===== src/rtl/pipe_ctrl_pkg.sv =====
// Shared types and constants for the pipeline hazard controller.
package pipe_ctrl_pkg;

    typedef enum logic [1:0] {
        RUN,
        MEM_WAIT,
        ERROR
    } hazard_state_e;

    localparam logic [31:0] NOP_INST = 32'h00000013;
    localparam logic [4:0]  REG_X0   = 5'd0;

    function automatic logic is_mem_op(input logic mem_read, input logic mem_write);
        return mem_read | mem_write;
    endfunction

endpackage


===== src/rtl/dmem_wait_fsm.sv =====
// Data-memory handshake FSM: holds DMem_Req until ack, freezes the pipe while waiting,
// and parks in ERROR once the wait exceeds MEM_TIMEOUT cycles.
module dmem_wait_fsm
    import pipe_ctrl_pkg::*;
#(
    parameter int unsigned MEM_TIMEOUT = 64
) (
    input  logic clk,
    input  logic reset,
    input  logic mem_op_i,
    input  logic dmem_ack_i,
    output logic dmem_req_o,
    output logic freeze_o,
    output logic mem_timeout_o
);

    localparam int unsigned WaitW = $clog2(MEM_TIMEOUT) + 1;
    localparam logic [WaitW-1:0] WaitLast = WaitW'(MEM_TIMEOUT - 1);

    hazard_state_e    state_q, state_d;
    logic [WaitW-1:0] wait_cnt_q, wait_cnt_d;

    always_comb begin
        state_d       = state_q;
        wait_cnt_d    = wait_cnt_q;
        dmem_req_o    = 1'b0;
        freeze_o      = 1'b0;
        mem_timeout_o = 1'b0;
        case (state_q)
            RUN: begin
                // An ack in the issue cycle is ignored, so every access costs at least 2 cycles.
                if (mem_op_i) begin
                    dmem_req_o = 1'b1;
                    freeze_o   = 1'b1;
                    wait_cnt_d = '0;
                    state_d    = MEM_WAIT;
                end
            end
            MEM_WAIT: begin
                dmem_req_o = 1'b1;
                if (dmem_ack_i) begin
                    wait_cnt_d = '0;
                    state_d    = RUN;
                end else begin
                    freeze_o = 1'b1;
                    if (wait_cnt_q == WaitLast) begin
                        state_d = ERROR;
                    end else begin
                        wait_cnt_d = wait_cnt_q + WaitW'(1);
                    end
                end
            end
            ERROR: begin
                freeze_o      = 1'b1;
                mem_timeout_o = 1'b1;
            end
            default: state_d = RUN;
        endcase
    end

    always_ff @(posedge clk) begin
        if (reset) begin
            state_q    <= RUN;
            wait_cnt_q <= '0;
        end else begin
            state_q    <= state_d;
            wait_cnt_q <= wait_cnt_d;
        end
    end

endmodule


===== src/rtl/pipeline_hazard_ctrl.sv =====
// Stall/flush sequencer for the 5-stage pipeline: memory-wait freeze, branch redirect flush,
// load-use bubble, plus saturating stall/flush performance counters.
module pipeline_hazard_ctrl
    import pipe_ctrl_pkg::*;
#(
    parameter int unsigned MEM_TIMEOUT = 64,
    parameter int unsigned CNT_W       = 32
) (
    input  logic             clk,
    input  logic             reset,
    input  logic [4:0]       IF_ID_Rs1,
    input  logic [4:0]       IF_ID_Rs2,
    input  logic             IF_ID_UsesRs2,
    input  logic             ID_EX_MemRead,
    input  logic [4:0]       ID_EX_Rd,
    input  logic             Branch_Taken,
    input  logic             EX_MEM_MemRead,
    input  logic             EX_MEM_MemWrite,
    input  logic             DMem_Ack,
    output logic             DMem_Req,
    output logic             PC_Write,
    output logic             IF_ID_Stall,
    output logic             IF_ID_Flush,
    output logic             Control_Sig_Stall,
    output logic             ID_EX_Bubble,
    output logic             EX_MEM_Stall,
    output logic             MEM_WB_Bubble,
    output logic             Mem_Timeout,
    output logic [CNT_W-1:0] Stall_Count,
    output logic [CNT_W-1:0] Flush_Count
);

    logic mem_op;
    logic freeze;
    logic load_use;

    logic [CNT_W-1:0] stall_cnt_q, stall_cnt_d;
    logic [CNT_W-1:0] flush_cnt_q, flush_cnt_d;

    assign mem_op = is_mem_op(EX_MEM_MemRead, EX_MEM_MemWrite);

    dmem_wait_fsm #(
        .MEM_TIMEOUT(MEM_TIMEOUT)
    ) u_dmem_wait_fsm (
        .clk          (clk),
        .reset        (reset),
        .mem_op_i     (mem_op),
        .dmem_ack_i   (DMem_Ack),
        .dmem_req_o   (DMem_Req),
        .freeze_o     (freeze),
        .mem_timeout_o(Mem_Timeout)
    );

    assign load_use = ID_EX_MemRead && (ID_EX_Rd != REG_X0) &&
                      ((ID_EX_Rd == IF_ID_Rs1) || (IF_ID_UsesRs2 && (ID_EX_Rd == IF_ID_Rs2)));

    // Freeze wins over everything; a held Branch_Taken is serviced once the freeze lifts.
    always_comb begin
        PC_Write          = 1'b1;
        IF_ID_Stall       = 1'b0;
        IF_ID_Flush       = 1'b0;
        Control_Sig_Stall = 1'b0;
        ID_EX_Bubble      = 1'b0;
        EX_MEM_Stall      = 1'b0;
        MEM_WB_Bubble     = 1'b0;
        if (freeze) begin
            PC_Write          = 1'b0;
            IF_ID_Stall       = 1'b1;
            Control_Sig_Stall = 1'b1;
            EX_MEM_Stall      = 1'b1;
            MEM_WB_Bubble     = 1'b1;
        end else if (Branch_Taken) begin
            IF_ID_Flush  = 1'b1;
            ID_EX_Bubble = 1'b1;
        end else if (load_use) begin
            PC_Write     = 1'b0;
            IF_ID_Stall  = 1'b1;
            ID_EX_Bubble = 1'b1;
        end
    end

    always_comb begin
        stall_cnt_d = stall_cnt_q;
        flush_cnt_d = flush_cnt_q;
        if (!PC_Write && (stall_cnt_q != '1)) begin
            stall_cnt_d = stall_cnt_q + CNT_W'(1);
        end
        if (IF_ID_Flush && (flush_cnt_q != '1)) begin
            flush_cnt_d = flush_cnt_q + CNT_W'(1);
        end
    end

    always_ff @(posedge clk) begin
        if (reset) begin
            stall_cnt_q <= '0;
            flush_cnt_q <= '0;
        end else begin
            stall_cnt_q <= stall_cnt_d;
            flush_cnt_q <= flush_cnt_d;
        end
    end

    assign Stall_Count = stall_cnt_q;
    assign Flush_Count = flush_cnt_q;

endmodule


===== config.mk =====
export PLATFORM = sky130hd
export DESIGN_NAME = pipeline_hazard_ctrl
export DESIGN_NICKNAME = d
export VERILOG_FILES = /design/src/rtl/pipe_ctrl_pkg.sv /design/src/rtl/dmem_wait_fsm.sv /design/src/rtl/pipeline_hazard_ctrl.sv
export SDC_FILE = /design/constraint.sdc
export NUM_CORES = 1
export LEC_CHECK = 0
export CAP_MARGIN = 20
export CORE_UTILIZATION = 44
export DETAILED_ROUTE_END_ITERATION = 16
export PLACE_DENSITY = 0.76
export SYNTH_ARGS = -nofsm -noshare
export SYNTH_HDL_FRONTEND = slang
export SYNTH_SLANG_ARGS = --single-unit

===== constraint.sdc =====
create_clock -name clk -period 1.88 [get_ports clk]
set_input_delay 0.282 -clock clk [delete_from_list [all_inputs] [get_ports clk]]
set_output_delay 0.282 -clock clk [all_outputs]
set_load 0.01 [all_outputs]

Run 1, signal metal coverage by tile:
Scale bar: 20 um. 19 x 19 tiles, from dark blue (low) to red (high), scaled to the fullest tile. Values are wire area over tile area, all layers added.
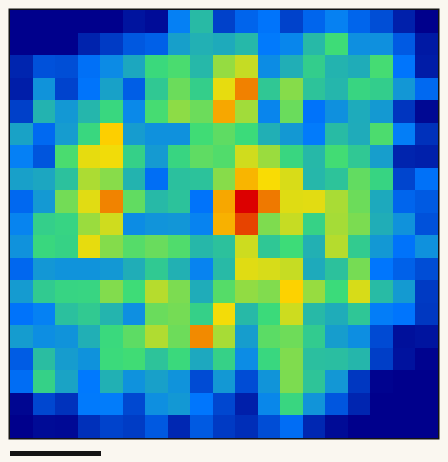
fullest tile: 0.74
nearly empty tiles: 6.6%
tiles over half the peak: 25%
WL per Instance: 18.3 um
Global Route Usage Sum: 29.1%

Run 1, cells colored by class:
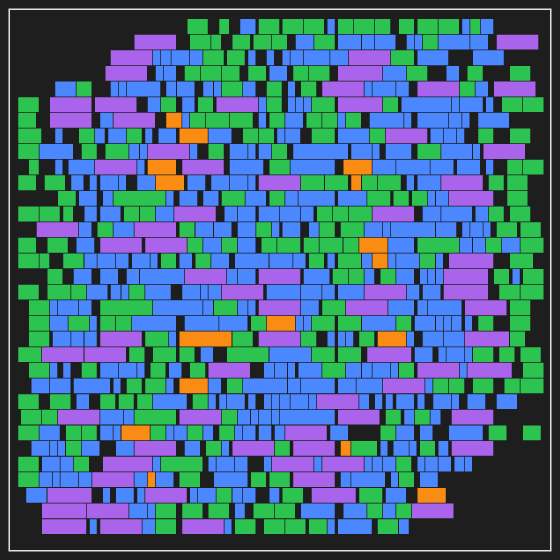
legend:
  green:
    class: other buffers and delay cells
    cells: 234
  blue:
    class: all other logic
    cells: 365
  orange:
    class: clock drivers and dummy loads
    cells: 16
  purple:
    class: flops
    cells: 73
end-of-flow core utilization: 81.7%
number of cell rows: 33
area of the placeable core: 8220 sq um
final design instance area without fill: 6720 sq um

Run 1, drive-strength map:
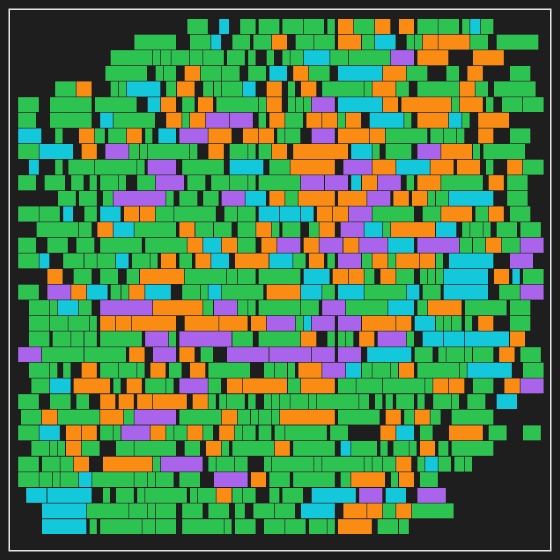
legend:
  purple:
    size: drive 6 and up
    cells: 52
    share: 7.6%
  orange:
    size: drive 3 to 4
    cells: 155
    share: 23%
  green:
    size: drive 1 or less
    cells: 408
    share: 59%
  cyan:
    size: drive 2
    cells: 73
    share: 11%
final setup margin: -0.365 ns
P&R area growth vs syn: 80.3%
number of non-clock buffers in the layout: 234

Run 1, routing congestion map:
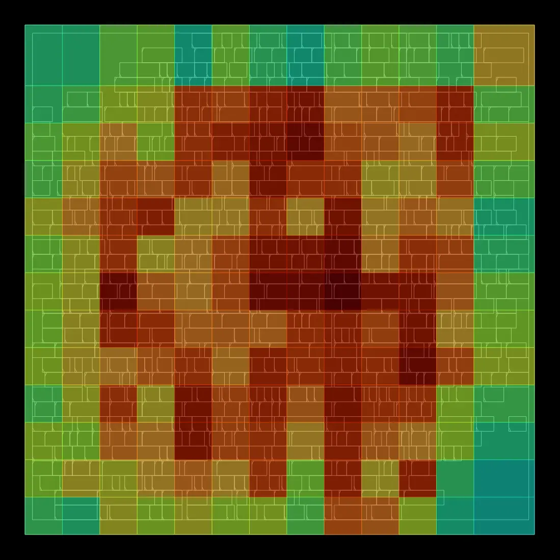
met2 routing resource usage after global routing: 51.4%
GR Util met3: 6.55%
GRT met1 Usage: 33.3%
most heavily used metal layer in global routing: met2

run 1: final timing paths:
| path | from | slack [ns] | depth (start not counted) | to |
|---|---|---|---|---|
| setup / recovery | Stall_Count[21] | -0.37 | 9 | Stall_Count[21] |
| hold / removal | EX_MEM_MemRead | 0.44 | 4 | u_dmem_wait_fsm.state_q[0] |
| setup reg to reg | Stall_Count[21] | -0.37 | 9 | Stall_Count[21] |
| hold reg to reg | u_dmem_wait_fsm.wait_cnt_q[6] | 0.45 | 2 | u_dmem_wait_fsm.wait_cnt_q[6] |
run 1: worst min-delay path, cell delays in order:
cell            delay (ns)
dlymetal6s2s_1        0.11
buf_4                 0.13
o21ai_0               0.09
a21oi_1               0.14
run 1: cell families (layout without fill, tap and decap cells):
| kind of cell | Yosys count | count (layout) | synth area share (%) |
|---|---|---|---|
| AND/OR/NAND/NOR | 246 | 246 | 34.5 |
| flip-flops | 73 | 73 | 39.2 |
| XOR/XNOR | 58 | 58 | 13.6 |
| AND-OR/OR-AND | 36 | 36 | 6.05 |
| buffers and inverters | 25 | 263 | 2.75 |
| multiplexers | 9 | 9 | 2.79 |
| adder cells (fa/ha/maj) | 3 | 3 | 1.01 |
run 1: power by group through the flow:
stage | sequential [mW] | combinational (mW) | clock (mW)
floorplan | 1.62 | 0.164 | 0
global placement | 1.60 | 0.382 | 0
detailed placement | 1.60 | 0.391 | 0
CTS | 1.57 | 0.502 | 1.20
global route | 1.57 | 0.669 | 1.31
finish | 1.57 | 0.643 | 1.24
run 1: sequential cells by signal (all words and copies together) (netlist names):
signal,cells
u_dmem_wait_fsm.wait_cnt_q,7
Flush_Count,32
u_dmem_wait_fsm.state_q,2
Stall_Count,32
==> notes.md, run 1 <==
Results of an implementation run.

The root buffer cell is clkbuf_8. The transition time recorded at the tightest slew-check pin is 0.784 ns. The maximum cell stage delay along the critical path is 0.37 ns. The kind of critical path is reg -> reg. The number of max-capacitance violations reported is 0.

The async set-reset flop share out of synthesis is 0%. The most common logic cell in the final layout is buf_4. The power density over the cells is 515 nW/um^2. The synthesized design contains 0 enable-type register cells. The sequential cell area in the final layout is 1480 sq um. The cell family contributing the most delay on the critical path is simple AND/OR/NAND/NOR gates. The buffering overhead is 31.9%. The final number of setup-violating endpoints is 71.

The via count of the first global-routing pass is 4226. The arrival time of data at the critical path endpoint is 2.49 ns. Counting every instance in the synthesized netlist gives 450. The critical path capture point type is a flop. For this block, the initial DRC count from the detailed router was 204. The clock insertion delay at the later pin of the skew report is 0.36 ns. Setup repair after global routing could not meet its margin everywhere. Setup total negative slack on the finished layout was measured at -15.10 ns. The number of antenna violations at the first check in global routing is 0.

The first detailed-routing pass ran for 5 iterations. The synthesis run shows the most used standard cells to be nor2_1 (81), dfxtp_1 (73), nand2_1 (37), xor2_1 (31), xnor2_1 (27). The clock drives 73 sinks. The number of distinct library cells after synthesis is 51. The placement report lists the number of port buffers as 95.

The leakage power in the latest report is 2.65 nW. The yosys synthesis warning count is 0. In the final design, more cell area goes to multi-input combinational cells than to any other class.

Before placement the cells fill 45.3% of the core. The logs give a warning total of 29. The remaining routing DRC violations is 0. The H-tree level count is 3.

No sink is reached through more buffers than the 2 on the longest clock path. The count of antenna-violating nets left after detailed routing is 0. The sum of buffers and inverters on the critical path is 2. Yosys stat counts 450 cells in the synthesized netlist. The dominant cell type by area after synthesis is dfxtp_1.

The power after layout is 3.46 mW. The fraction of power spent switching nets is 28.2%. Note that the worst hold path type here is in -> reg. The post-synthesis average cell area is 8.27 sq um. Detailed routing inserted a total of 4431 vias. Static timing analysis puts the maximum clock frequency at 445 MHz. The width of the die is 94.0 um. The final layout contains 709 nets. Of the total standard cell area in the layout, the multi-input combinational portion is 40.3%. The number of hold-repair buffers added at the cts stage is 0.

The critical path in the final layout is reported with a setup slack of -0.365 ns. Per the TritonCTS log, the buffer count is 9. Leaving out fill and tap cells, the most frequent cells in the layout are buf_4 (107), nor2_1 (77), clkdlybuf4s50_1 (67). The synthesized net count is 476. The share of final-layout standard cells stronger than drive strength 1 is 40.7%. The critical path's slowest cell is nor4_4. The routed design has 14.5 mm of wire. For this run, the register share of the synthesized area comes to 39.2%. The total of flip-flops plus latches after synthesis is 73. The average via count per standard cell is 5.59. For this run, combinational gates with multiple inputs come to 352. After clock tree synthesis, the clock-pin slew on the worst setup and hold paths is 0.08 ns. The area of combinational cells with multiple inputs is 2710 sq um. Final hold analysis gives a worst-case slack of 0.438 ns. In the final report, the number of hold violations comes to 0.

The switching component of the power was reported as 974 uW. Across the routed clock network, the largest skew measured is 0.0103 ns. The sum of overflow across all layers after global routing is 0. The first global-routing pass estimated 19.9 mm of wire.

The share of final layout cell area taken by clock buffers and inverters is 2.85%. The run finished, with violations left. The max-slew violation count is 0.

Tap insertion was completed with 105 tapcells. The number of fill cells in the layout is 465. Per the power-grid run, VDD falls by no more than 0.427 mV. There are 73 flip-flops and latches. The total placed cells including tap cells is 737.

After legalization and detailed placement, the total HPWL measured 7.91 mm. The I/O pin count is 96. The overall die size recorded for this design is 8830 sq um.

The finished layout holds 793 standard cells, fillers aside. Sequential cells account for 45.4% of the total power. The synthesized design devotes to its leading area cell type 39.2% of total area. At the worst endpoint, the required time is 2.12 ns. The number of cells upsized or downsized after cts is 141. The height of the die is 94.0 um. The most used cell along the critical path is buf_6. The count of inverters not on the clock network in the layout is 13. The critical path goes through nand4_1, nor4_4, nand3_2, buf_6, o31ai_4, nor2_4, buf_6, and3_4, mux2_4. Combinational logic is responsible for 18.6% of the overall power. For reference, the top cells by area after synthesis are dfxtp_1 (39%), nor2_1 (8.2%), xor2_1 (7.3%). The relative slew slack is 47.7%.

The cell area after placement is 5590 sq um. STA lists the maximum fanout along the critical path as 4. The post-synthesis cell area is 3720 sq um. The clock network fraction of design power is 36.0%. In the power breakdown, the internal column shows 2.48 mW.

The final RePlAce weighted congestion is 0.850. The repair_antennas step left the layout with diodes totalling 0. Among all cell types in the netlist, the one instantiated most often is nor2_1. Post-synthesis, Yosys gives the total cell area as 3720 sq um. The uppermost metal layer occupied by signal nets is met4.

The worst slack at placement is -0.787 ns. The wire length on met2 is 7.46 mm. TritonCTS built the clock tree.

The clock buffers instantiated in the layout total 12. Looking at the cell usage after synthesis, the top flip-flop cell is dfxtp_1. Entering global routing, the biggest net connects 40 pins. The sequential share of cell area is 22.1%. The post-CTS setup-driven buffer insertion count is 22.

In the per-layer summary, the met1 wirelength comes to 5.52 mm. The shortest clock period the worst path allows after layout is 2.25 ns. OpenROAD reports that the post-layout worst path occupies 119% of the period.

The worst setup path is launched from a flop. The checks that failed: negative setup slack. The detailed route wirelength on metal3 is 807 um.
Run 1, placement density heat map:
Scale bar: 20 um. 9 x 9 tiles, from dark blue (low) to red (high), 0 to 100% covered.
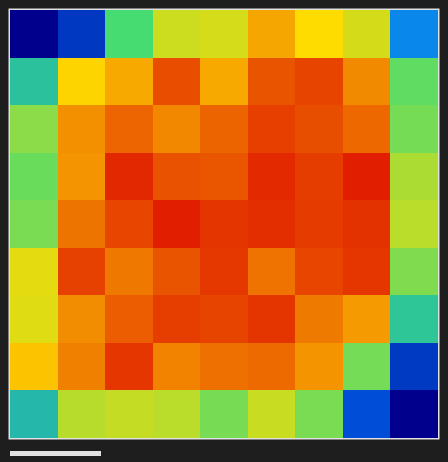

==> inputs of run 2 (changes only) <==
--- a/config.mk
+++ b/config.mk
@@ -6,9 +6,10 @@
 export NUM_CORES = 1
 export LEC_CHECK = 0
 export CAP_MARGIN = 20
-export CORE_UTILIZATION = 44
+export CORE_ASPECT_RATIO = 1.25
+export CORE_UTILIZATION = 53
 export DETAILED_ROUTE_END_ITERATION = 16
-export PLACE_DENSITY = 0.76
+export PLACE_DENSITY = 0.86
 export SYNTH_ARGS = -nofsm -noshare
 export SYNTH_HDL_FRONTEND = slang
 export SYNTH_SLANG_ARGS = --single-unit
==> constraint.sdc (replaced) <==
create_clock -name clk -period 2.8 [get_ports clk]
set_input_delay 0.42 -clock clk [delete_from_list [all_inputs] [get_ports clk]]
set_output_delay 0.42 -clock clk [all_outputs]
set_load 0.01 [all_outputs]
Run 2, placement density heat map:
Scale bar: 20 um. 8 x 10 tiles, from dark blue (low) to red (high), 0 to 100% covered.
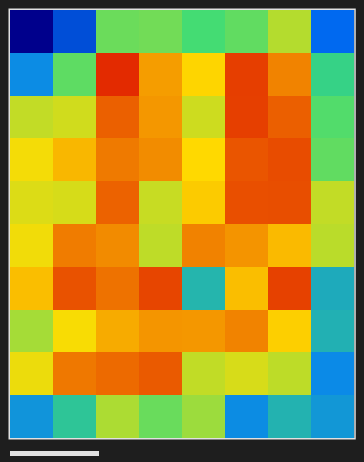
nearly empty tiles: 1.3%
fullest tile: 95%
tiles over 75% full: 48%
mean over tiles: 69%
area of the placeable core: 6690 sq um
Pre-Place Util: 55.7%

Run 2, drive-strength map:
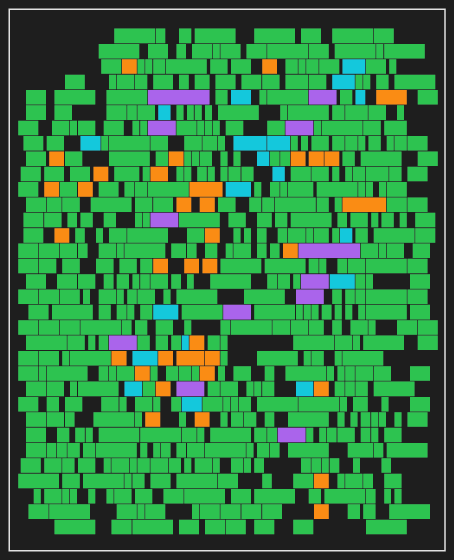
final setup margin: 0.115 ns
final design instance area without fill: 5160 sq um
P&R area growth vs syn: 38.7%
number of non-clock buffers in the layout: 124

==> run 2 against run 1 <==
The run now ends clean. Sequential power shrank 32%. Die area fell by 17%. Clock skew is essentially flat. Cell area down 23%. Setup slack better by 0.48 ns. First-iteration DRC count fell by 15%. Routed wire length shrank 37%. Cell count decreased by 16%. Non-clock buffer count shrank 110. Via count shrank 17%.
==> notes.md, run 2 <==
Results of an implementation run.

The flow ran to the end, and the final reports show no timing, DRC or antenna violations. The area of the chip was 7370 sq um (-17%). Among all cell classes, the greatest summed area belongs to multi-input combinational cells. The final cycle utilization of the critical path is 95.9%.

The H-tree level count came to 3 (unchanged). The cell count after synthesis came to 450 (unchanged). The final total negative setup slack is 0 ns (+15.10 ns). The remaining routing DRC violations is 0 (unchanged).

The reg2reg setup slack is 0.39 ns (+0.76 ns). The critical path data required time came to 2.38 ns (+0.26 ns). The share of final-layout standard cells stronger than drive strength 1 is 11.4% (-29 points). The number of iterations in the first detailed-routing pass is 4 (-1).

The shortest clock period the worst path allows after layout is 2.69 ns. After synthesis, the cell types taking the most area are dfxtp_1 (39%), nor2_1 (8.2%), xor2_1 (7.3%). The TritonCTS sink count is 73 (unchanged).

The detailed route wirelength on metal3 is 458 um (-43%). The tightest hold margin is 0.437 ns (-0.000407 ns). The area figure in the yosys stat output is 3720 sq um (unchanged).

The signal on the critical path passes through clkdlybuf4s50_1, or3_1, o21ai_2, buf_4, nand2_1, inv_1, clkdlybuf4s50_1. The diode insertion count for antenna repair is 0 (unchanged). The cell area after placement is 4940 sq um (-12%). The critical path's slowest cell is clkdlybuf4s50_1. The area of combinational cells with multiple inputs is 2160 sq um (-20%). The core occupancy in the finished layout came to 77.2% (-4.5 points). Setup repair after global routing left no endpoint under its margin. The wire length on met2 was 4.79 mm (-36%).

The uppermost metal layer occupied by signal nets is met4. The top cell family by delay on the critical path is buffers and inverters. The achievable clock frequency is 372 MHz.

Looking at the clock tree report, the root buffer type is clkbuf_8. The total number of cells along the worst setup path was 7 (-2). The post-synthesis cell area is 3720 sq um (unchanged). The sequential area share after synthesis came to 39.2% (unchanged). The clock buffer count in the final layout is 12 (unchanged).

The synthesized net count came to 476 (unchanged). The count of antenna-violating nets left after detailed routing was 0 (unchanged). The max-slew violation count is 0 (unchanged). The met3 global-route usage is 5.50% (-1.1 points). In this design, the critical path's most frequently occurring cell is clkdlybuf4s50_1. The logic depth of the worst register-to-register path was 8 (-1).

The number of DRC markers after the initial detailed-route iteration is 174 (-15%). The total wirelength of the detailed-routed design came to 9.15 mm (-37%). The total of buffers placed on input and output ports is 95 (unchanged). The met2 track utilization from global routing is 48.0% (-3.4 points). The final RePlAce weighted congestion is 0.839 (-1.2%).

The final number of setup-violating endpoints is 0 (-100%). The yosys synthesis warning count was 0 (unchanged). In this run the critical register-to-register path is launched from Stall_Count[10].

The biggest fanout along the worst timing path is 3 (-1). The width of the die came to 77.0 um (-18%). The height of the die is 95.7 um (+1.8%). The multi-input gate count was 352 (unchanged). The sum of buffers and inverters on the critical path was 4 (+2).

Looking at the hold checks, the worst path lands on u_dmem_wait_fsm.wait_cnt_q[6]. The number of max-capacitance violations reported is 0 (unchanged). The synthesis stats list as the most numerous cell nor2_1. The sum of overflow across all layers after global routing is 0 (unchanged). The number of synthesized flops with an enable pin is 0 (unchanged).

The via count of the first global-routing pass came to 3451 (-18%). The final number of hold-violating endpoints is 0 (unchanged). The number of fill cells in the layout was 510 (+9.7%). The worst supply voltage drop on vdd is 0.292 mV (-32%).

The commonest cells after synthesis are nor2_1 (81), dfxtp_1 (73), nand2_1 (37), xor2_1 (31), xnor2_1 (27). The number of antenna violations at the first check in global routing was 0 (unchanged). The fraction of met1 tracks used by global routing is 29.1% (-4.2 points).

The sequential cell area in the final layout is 1460 sq um (-1.4%). The power density over the cells is 426 nW/um^2 (-17%). The measured slew at the worst slew-check pin came to 0.929 ns (+0.144 ns). The I/O pin count is 96 (unchanged).

The tool warning count is 26 (-10%). The post-detailed-route wirelength per cell is 13.8 um (-25%). The relative slew slack is 38.1% (-9.6 points). The post-CTS setup-driven buffer insertion count is 0 (-100%). The count of inverters not on the clock network in the layout came to 13 (unchanged). The most common logic cell in the final layout is clkdlybuf4s50_1. The post-synthesis average cell area is 8.27 sq um (unchanged). The total of flip-flops plus latches after synthesis is 73 (unchanged). The leakage power summed over all cells is 1.85 nW (-30%). The share of final layout cell area taken by clock buffers and inverters is 4.29% (+1.4 points). The number of distinct library cells after synthesis was 51 (unchanged). The library cells used most frequently in the layout, excluding fill and tap cells, are clkdlybuf4s50_1 (91), nor2_1 (81), dfxtp_1 (73). The busiest layer in global routing is met2.

STA classifies the critical path startpoint as an input port. The global-route wire length before repair was 15.2 mm (-23%). The arrival time of data at the critical path endpoint is 2.27 ns (-0.22 ns). The worst hold path class is reg -> reg. The final net count is 599 (-16%). The average via count per standard cell came to 5.50 (-1.5%). The worst clock skew was 0.00988 ns (-0.000470 ns). The number of hold-repair buffers added at the cts stage is 0 (unchanged). The number of cells upsized or downsized after cts is 4 (-97%). The number of buffers created by CTS came to 9 (unchanged). The buffer depth of the longest clock path is 2 (unchanged). The maximum cell stage delay along the critical path is 0.54 ns (+0.17 ns). The kind of critical path is in -> out. The post-synthesis cell count from yosys came to 450 (unchanged). The area share of the largest cell type after synthesis came to 39.2% (unchanged). The number of cells traversed by the worst hold path is 2 (-2). The clock insertion delay at the later pin of the skew report came to 0.34 ns (-0.02 ns).
run 2: cell count changes in the layout (fill, tap and decap cells not counted), moves of 6 or more:
cell,delta
buf_4,-78
buf_6,-33
clkdlybuf4s50_1,+24
dfxtp_1,+14
dfxtp_2,-13
dlygate4sd2_1,-9
mux2_4,-7
nand2_1,+9
nand3_1,+11
nand3_2,-9
nor3_1,+11
nor3_2,-7
o21ai_0,+6
run 2: cells by family (layout without fill, tap and decap cells):
family	after synthesis	after routing	share of synthesized area [%]
and+or+nand+nor	246	246	34.5
DFF	73	73	39.2
xor gates and xnor gates	58	58	13.6
AOI/OAI and AO/OA	36	36	6.05
buffers and inverters	25	153	2.75
muxes	9	9	2.79
adders and majority gates	3	3	1.01
run 2: how the worst max path moves through the flow:
| stage | slack (ns) | start | endpoint |
|---|---|---|---|
| floorplan | 0.42 | EX_MEM_MemWrite | IF_ID_Stall |
| global route | 0.04 | ID_EX_Rd[1] | IF_ID_Stall |
| detailed placement | -0.11 | ID_EX_Rd[1] | IF_ID_Stall |
| global placement | -0.05 | ID_EX_Rd[1] | IF_ID_Stall |
| finish | 0.11 | EX_MEM_MemWrite | IF_ID_Flush |
| CTS | 0.11 | EX_MEM_MemWrite | IF_ID_Flush |
run 2: through the flow:
step                      power [mW]  cells
after floorplan                 1.19    450
after global placement          1.31    649
after detailed placement        1.32    649
after CTS                       2.22    665
after global routing            2.29    665
final                           2.20    665
run 2: report_power, final:
group / switching [mW] / total, mW / internal [mW] / leakage [nW]
Clock: 0.383 / 0.912 / 0.529 / 0.107
Sequential: 0.0136 / 1.06 / 1.05 / 0.589
Combinational: 0.109 / 0.227 / 0.118 / 1.16
Total: 0.506 / 2.20 / 1.69 / 1.85
Run 2, routing congestion map:
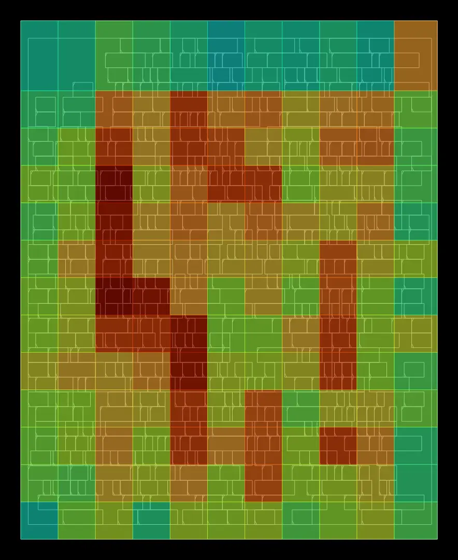

==> inputs of run 3 (changes only) <==
--- a/config.mk
+++ b/config.mk
@@ -6,10 +6,12 @@
 export NUM_CORES = 1
 export LEC_CHECK = 0
 export CAP_MARGIN = 20
+export CELL_PAD_IN_SITES_DETAIL_PLACEMENT = 1
+export CELL_PAD_IN_SITES_GLOBAL_PLACEMENT = 1
 export CORE_ASPECT_RATIO = 1.25
-export CORE_UTILIZATION = 53
+export CORE_UTILIZATION = 39
 export DETAILED_ROUTE_END_ITERATION = 16
-export PLACE_DENSITY = 0.86
+export PLACE_DENSITY_LB_ADDON = 0.1
 export SYNTH_ARGS = -nofsm -noshare
 export SYNTH_HDL_FRONTEND = slang
 export SYNTH_SLANG_ARGS = --single-unit
Run 3, routing congestion map:
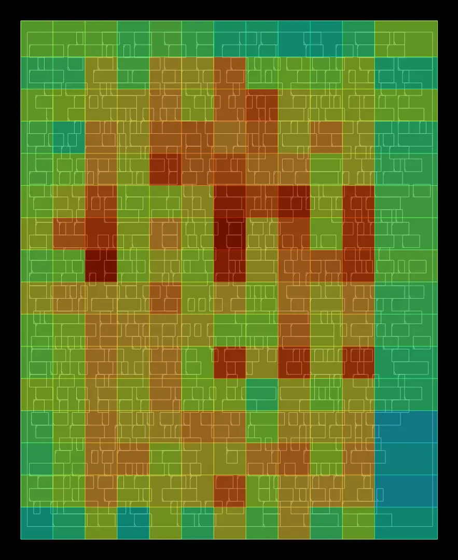
met2 routing resource usage after global routing: 42.4%
end-of-flow core utilization: 57.7%

Run 3, placement density heat map:
Scale bar: 20 um. 9 x 11 tiles, from dark blue (low) to red (high), 0 to 100% covered.
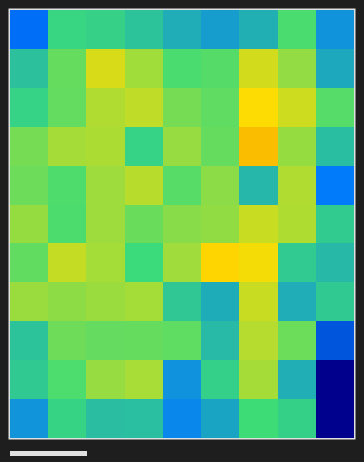
tiles over 75% full: 2.0%
fullest tile: 79%
mean over tiles: 52%
nearly empty tiles: 2.0%
emptiest ninth of the die: bottom right
Pre-Place Util: 40.4%
area of the placeable core: 9220 sq um

==> run 3 against run 2 <==
First-iteration DRC count down 55%. Setup slack gained 0.045 ns. Die area up 35%. Utilization fell by 20 points. Critical path depth increased by 1. Combinational power rose by 3%. Count of clock-buffer cells in the layout increased by 1. Routed wire length grew 19%. Critical path type unchanged. Largest cell class unchanged. Highest routed layer unchanged.
==> notes.md, run 3 <==
Results of an implementation run.

The flow ran to the end, and the final reports show no timing, DRC or antenna violations. The tightest hold margin is 0.362 ns (-0.0750 ns). Among logic cells in the layout, the one with the most instances is clkdlybuf4s50_1. The cell with the most instances after synthesis is nor2_1. The area of the chip is 9940 sq um (+35%). The achievable clock frequency is 379 MHz (+1.7%). The post-detailed-route wirelength per cell is 15.6 um (+13%). The average via count per standard cell is 5.20 (-5.4%). The tool warning count is 26 (unchanged). The final cycle utilization of the critical path was 94.3% (-1.6 points).

The area share of the largest cell type after synthesis came to 39.2% (unchanged). The reg2reg setup slack is 0.36 ns (-0.03 ns). The post-layout worst setup margin came to 0.159 ns (+0.0445 ns).

The TritonCTS sink count was 73 (unchanged). The power in the clock group is 1.21 mW (+33%). The area figure in the yosys stat output is 3720 sq um (unchanged). The worst slack at placement is -0.135 ns.

The width of the die came to 89.4 um (+16%). The main area contributors are dfxtp_1 (39%), nor2_1 (8.2%), xor2_1 (7.3%). The clock network fraction of design power was 48.3% (+6.8 points). The number of buffers created by CTS is 9 (unchanged). The post-CTS setup-driven buffer insertion count came to 0 (unchanged).

The power density over the cells is 471 nW/um^2 (+11%). By count the netlist is led by nor2_1 (81), dfxtp_1 (73), nand2_1 (37), xor2_1 (31), xnor2_1 (27). The CTS tree is built. The total placed cells including tap cells is 683 (+5.2%). The number of max-capacitance violations reported is 0 (unchanged). Setup repair after global routing left no endpoint under its margin. The number of DRC markers after the initial detailed-route iteration is 79 (-55%). After clock tree synthesis, the clock-pin slew on the worst setup and hold paths is 0.05 ns.

The number of distinct library cells after synthesis came to 51 (unchanged). The flip-flop cell with the highest count after synthesis is dfxtp_1. The measured slew at the worst slew-check pin was 0.603 ns (-0.326 ns).

The sequential area share after synthesis is 39.2% (unchanged). Walking the worst path, the cells encountered are clkdlybuf4s50_1, or3_1, o21ai_2, inv_2, nor3_4, nand2b_4, inv_1, dlygate4sd2_1. The remaining routing DRC violations is 0 (unchanged). The number of antenna violations at the first check in global routing is 0 (unchanged). Ranked by power, first place goes to clock. The async set-reset flop share out of synthesis is 0%.

The post-route cell area came to 5320 sq um (+3.0%). In this run the layout overhead on the synthesized area is reported as 42.8%. The relative slew slack is 59.4% (+21 points). The worst hold path class is in -> reg. The worst supply voltage drop on vdd is 0.321 mV (+9.9%).

The diode insertion count for antenna repair came to 0 (unchanged). The total of flip-flops plus latches after synthesis was 73 (unchanged). The share of final-layout standard cells stronger than drive strength 1 is 11.1% (-0.33 points).

The I/O pin count is 96 (unchanged). The sum of overflow across all layers after global routing is 0 (unchanged). The worst setup path is captured at a primary output.

The leakage power summed over all cells is 1.91 nW (+3.2%). The number of synthesized flops with an enable pin is 0 (unchanged). The power after layout is 2.51 mW (+14%). The final number of hold-violating endpoints is 0 (unchanged). The post-synthesis cell count from yosys is 450 (unchanged). The fraction of power spent switching nets came to 22.4% (-0.64 points).

The H-tree level count is 3 (unchanged). The via count of the first global-routing pass is 3847 (+11%). Looking at area per cell type in the netlist, the leader is dfxtp_1. The power spent charging and discharging nets is 561 uW (+11%).

The sequential group share of total power is 42.4% (-5.8 points). The cell area after placement is 4980 sq um (+0.86%). The arrival time of data at the critical path endpoint is 2.22 ns (-0.05 ns). The height of the die is 111 um (+16%).

The max-slew violation count is 0 (unchanged). The non-filler instance count after layout is 700 (+5.3%). The total number of vias is 3643. The placed wire-length estimate after detailed placement is 8.02 mm. The yosys synthesis warning count is 0 (unchanged). The biggest fanout along the worst timing path came to 3 (unchanged). The kind of critical path is in -> out.

The synthesized net count is 476 (unchanged). The reported combinational group power is 234 uW (+3%). The root buffer cell is clkbuf_16. The cell count after synthesis is 450 (unchanged).

The post-synthesis cell area is 3720 sq um (unchanged). The buffer depth of the longest clock path came to 2 (unchanged). The design internal power is 1.95 mW (+15%). The cell row count is 39. The final number of setup-violating endpoints was 0 (unchanged). The shortest clock period the worst path allows after layout came to 2.64 ns (-0.0445 ns). The number of iterations in the first detailed-routing pass is 4 (unchanged).

The count of antenna-violating nets left after detailed routing came to 0 (unchanged). The clock insertion delay at the later pin of the skew report is 0.33 ns (about the same). The nature of the critical path startpoint is an input port.

The final RePlAce weighted congestion was 0.809 (-3.7%). The critical path's slowest cell is clkdlybuf4s50_1. The total wirelength of the detailed-routed design is 10.9 mm (+19%). The critical path data required time is 2.38 ns (about the same). The number of hold-repair buffers added at the cts stage is 0 (unchanged).

Ranking logic cells in the layout by count gives the top entries clkdlybuf4s50_1 (89), nor2_1 (81), dfxtp_1 (73). The total global-route track usage is 23.7%. The total of buffers placed on input and output ports is 95 (unchanged). The power in sequential cells was 1.06 mW (about the same).

The pin count of the biggest net entering global routing is 59. The global-route wire length before repair came to 18.3 mm (+20%). The post-synthesis average cell area is 8.27 sq um (unchanged).

The maximum cell stage delay along the critical path is 0.44 ns (-0.10 ns). The worst clock skew is 0.00364 ns (-0.00623 ns). The final net count is 598 (-0.17%). The share of total power in combinational logic is 9.3% (-1.0 points).
==> run 3: layout make-up <==
type                    count  area, sq um
fillers                  1107         3900
multi-input cells         352         2170
flip-flops and latches     73         1460
repair buffers            123         1170
clock buffers              13          240
well taps                 123          154
clock inverters             3         65.1
inverters                  13         48.8
==> run 3: what timing repair did <==
item / in CTS / in global routing
hold endpoints to repair: 0 / 0
resized: 8 / 0
setup endpoints to repair: 3 / 0
==> run 3: cell families after synthesis <==
group           Yosys count  share of synthesized area [%]
fa+ha+maj                 3                           1.01
flops                    73                           39.2
simple gates            246                           34.5
xor+xnor                 58                           13.6
mux                       9                           2.79
buf+inv                  25                           2.75
compound gates           36                           6.05
==> run 3: path summary, 6_finish.rpt <==
kind,end,cells past startpoint,from
worst max-delay path,IF_ID_Stall,8,EX_MEM_MemWrite
worst max register to register,Stall_Count[19],8,Stall_Count[9]
worst min register to register,u_dmem_wait_fsm.wait_cnt_q[6],2,u_dmem_wait_fsm.wait_cnt_q[6]
worst min-delay path,Stall_Count[2],2,reset
==> run 3: per-stage QoR <==
stage | TNS (ns) | util [%]
2_1_floorplan | 0 | -
3_3_place_gp | -0.231 | 54.0
6_report | 0 | 57.7
5_1_grt | 0 | 57.7
3_5_place_dp | -0.840 | 54.0
4_1_cts | 0 | 57.5
==> run 3: routing by layer <==
layer  vias to the layer above  wire length, um  part of all wire, %  global-route usage (%)
met4                         0              305                  2.8                    11.6
li1                       1795                -                    -                       -
met2                        79             5800                   53                    42.4
met3                        23              494                  4.5                    4.77
met5                         -                0                    0                       0
met1                      1746             4330                   40                    25.6
==> run 3: worst max-delay path: cells and delay by family <==
family,cells,cell delay (ns)
and+or+nand+nor,3,0.76
buffers and inverters,4,0.84
AOI/OAI and AO/OA,1,0.21
Power and IR drop assume default switching activity.
